Fig. 1: wiring by layer
Bar = 20 µm.
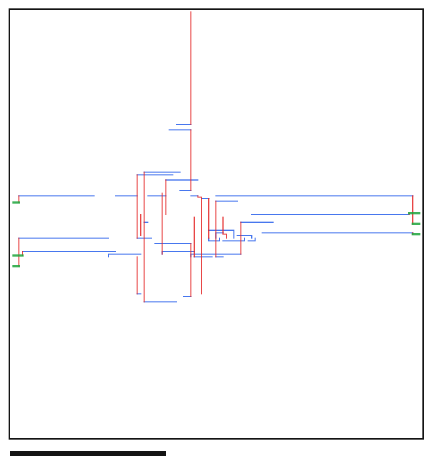
Fig. 2: I/O pins on the die edge
Pins as bars across the die edge, other pins in gray.
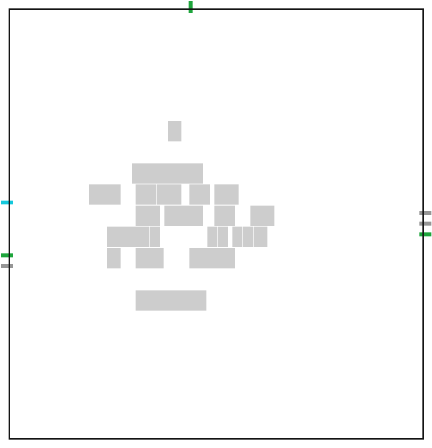
Fig. 3: placement by cell class
Fill, decap, tap and diode cells in gray.
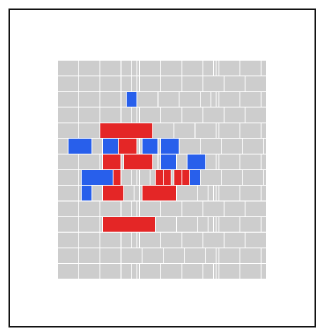
Fig. 4: I/O nets highlighted
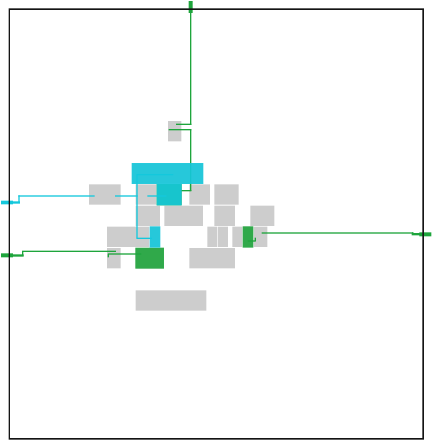
==> src/rtl/serial_mod_checker_mod_step.sv <==
// One MSB-first remainder step: rem_o = (2*rem_i + bit_i) mod DIVISOR, given rem_i < DIVISOR.
module mod_step #(
    parameter int unsigned DIVISOR = 5,
    parameter int unsigned RW      = 3
) (
    input  logic [RW-1:0] rem_i,
    input  logic          bit_i,
    output logic [RW-1:0] rem_o
);

    localparam logic [RW:0] DIV_W = (RW+1)'(DIVISOR);

    logic [RW:0] t;

    // t never exceeds 2*DIVISOR-1, so a single conditional subtract completes the reduction.
    assign t     = {rem_i, bit_i};
    assign rem_o = (t >= DIV_W) ? RW'(t - DIV_W) : t[RW-1:0];

endmodule

==> config.mk <==
export PLATFORM = sky130hd
export DESIGN_NAME = mod_step
export DESIGN_NICKNAME = d
export VERILOG_FILES = /design/src/rtl/serial_mod_checker_mod_step.sv
export SDC_FILE = /design/constraint.sdc
export NUM_CORES = 1
export LEC_CHECK = 0
export CAP_MARGIN = 30
export CORE_AREA = 8 8 45 47
export DETAILED_ROUTE_END_ITERATION = 10
export DIE_AREA = 0 0 53 55
export PLACE_DENSITY = 0.36
export SYNTH_ARGS = -nofsm -noshare
export SYNTH_HDL_FRONTEND = slang
export SYNTH_SLANG_ARGS = --single-unit
==> constraint.sdc <==
create_clock -name vclk -period 1.1
set_input_delay 0.11 -clock vclk [all_inputs]
set_output_delay 0.11 -clock vclk [all_outputs]
set_load 0.01 [all_outputs]
==> reports/results.tsv <==
stage	metric	value	unit
worst_setup_path	path_class	in2out	
logic_synthesis	yosysWarnings	0	
clock_network	cts_post_setup_buffers_inserted	0	
final_timing	worst_slack	21.2	ps
pwr	p_switching	0.0000375	W
worst_setup_path	required	990	ps
final_timing	min_period_over_period	98.1	%
logic_synthesis	top_cell	nand2_1	
pwr	ir_drop	94.6	µV
logic_synthesis	synth_cell_types	8	
logic_synthesis	netlist_instances	12	
pwr	power_leader	combinational cells	
placed_design	place_congestion	0.508	
floorplanning	floorplan.core_util	5.88	%
pwr	pwr-share-comb	100.0	%
floorplanning	core.rowCount	14	
global_routing	antenna_found_initial	0	
final_timing	grt_setup_unrepaired	yes	
layout	seq_cells	0	
worst_setup_path	worstPathArrival	970	ps
floorplanning	die_area	0.00292	mm²
worst_setup_path	cp_max_fo	3	
pwr	leakage	0.100	nW
final_timing	final.setup.tns	0	ps
flow_run	drv_cap	0	
logic_synthesis	netlist.top_cell.by_area	ha_1	
placed_design	pre_cts_slack	-916	ps
run_status	status	finished, final reports clean	
global_routing	grt_pass1_vias	132	
worst_setup_path	worstPathCellList	buf_8 -> inv_6 -> ha_4 -> nand2b_4 -> a21oi_4 -> mux2i_1 -> buf_2	
logic_synthesis	mux_share	12.3	%
route	drc	0	
clock_network	cts_hold_buf	0	
logic_synthesis	syn_area	81.3	µm²
layout	final_layout_top_logic_cells	nand2_1 (3), buf_2 (3), buf_4 (3), ha_4 (2), dlygate4sd2_1 (2)	
global_routing	use_met1	3.32	%
final_timing	maxSlewViolCount	0	
floorplanning	core	0.00138	mm²
layout	antennaDiodeCount	0	
global_routing	use_met2	3.32	%
final_timing	setup_viol	0	
pwr	finalPower	0.0000836	W
route	viasPerCell	2.76	
worst_setup_path	slowest_delay	190	ps
layout	final_nets	30	
route	detail-route-antenna-nets	0	
pwr	clockPowerShare	0	%
logic_synthesis	fp_nets	18	
logic_synthesis	ys_sh_simple	26.2	%
global_routing	grt_pass1_wl	524	µm
layout	postLayoutCoreUtil	16.5	%
placed_design	dp.cells	38	
logic_synthesis	ys_sh_aoi	10.8	%
pwr	power_frac_seq	0	%
logic_synthesis	adder_share	30.8	%
route	wirelength	302	µm
logic_synthesis	ys_seq_share	0	%
final_timing	worst_hold_slack	575	ps
pwr	powerClk	0	W
logic_synthesis	ys_area	81.3	µm²
logic_synthesis	avgSynthCellArea	6.78	µm²
pwr	powerComb	0.0000836	W
pwr	sequentialPower	0	W
logic_synthesis	xor_share	10.8	%
global_routing	busiest_layer	met2	
route	num_vias	105	
final_timing	max_freq	927	MHz
layout	clkbuf_count	0	
clock_network	cts-resized-gates	32	
layout	postLayoutCellArea	228	µm²
logic_synthesis	top_logic_kind	adder cells	
route	wire_per_inst	7.95	µm
pwr	intPower	0.0000461	W
global_routing	met3_usage	0.267	%
placed_design	postPlaceCellArea	194	µm²
worst_setup_path	cp_slowest_cell	mux2i_1	
layout	final_cells	38	
## Picture notes: Fig. 1
Key: blue = met1 [wire length 177 µm]; red = met2 [wire length 120 µm]; green = met3 [wire length 5.50 µm]

## Picture notes: Fig. 2
Key: green = rem_o [pins 3, direction output, edge 1 top, 1 left, 1 right]; cyan = bit_i [pins 1, direction input, edge left]
All pins by edge: 3 left, 3 right, 1 top.
die width: 53 µm
port bufs: 7
Die Y: 55 µm

## Picture notes: Fig. 3
Key: blue = other buffers and delay cells [cells 10]; red = all other logic [cells 12]

## Picture notes: Fig. 4
Key: cyan = bit_i [direction input, edge left, end cells 3, buffers 2, wire 30.9 µm]; green = rem_o [direction output, edge 1 top, 1 left, 1 right, end cells 3, buffers 3, wire 68.0 µm]

[path summary, 6_finish.rpt]
kind | startpoint | end | slack (ps) | cells past startpoint
hold / removal | rem_i[0] | rem_o[1] | 580 | 4
setup / recovery | rem_i[0] | rem_o[1] | 20 | 7
[metal layers]
metal / vias up / share of wire [%]
li1: 57 / -
met1: 42 / 58
met2: 6 / 40
met3: 0 / 1.7
met4: 0 / 0
met5: - / 0
[worst max-delay path: cells and delay by family]
family | cells | cell delay (ps)
buf+inv | 3 | 260
mux | 1 | 190
fa+ha+maj | 1 | 140
simple gates | 1 | 140
compound gates | 1 | 140
[area by class of cell]
| cell class | instances | area, µm² |
|---|---|---|
| timing repair buffer | 10 | 81.3 |
| multi-input combinational | 10 | 114 |
| tap | 16 | 20.0 |
| inverter | 2 | 12.5 |
| fill | 156 | 1160 |
Power and IR drop assume default switching activity.
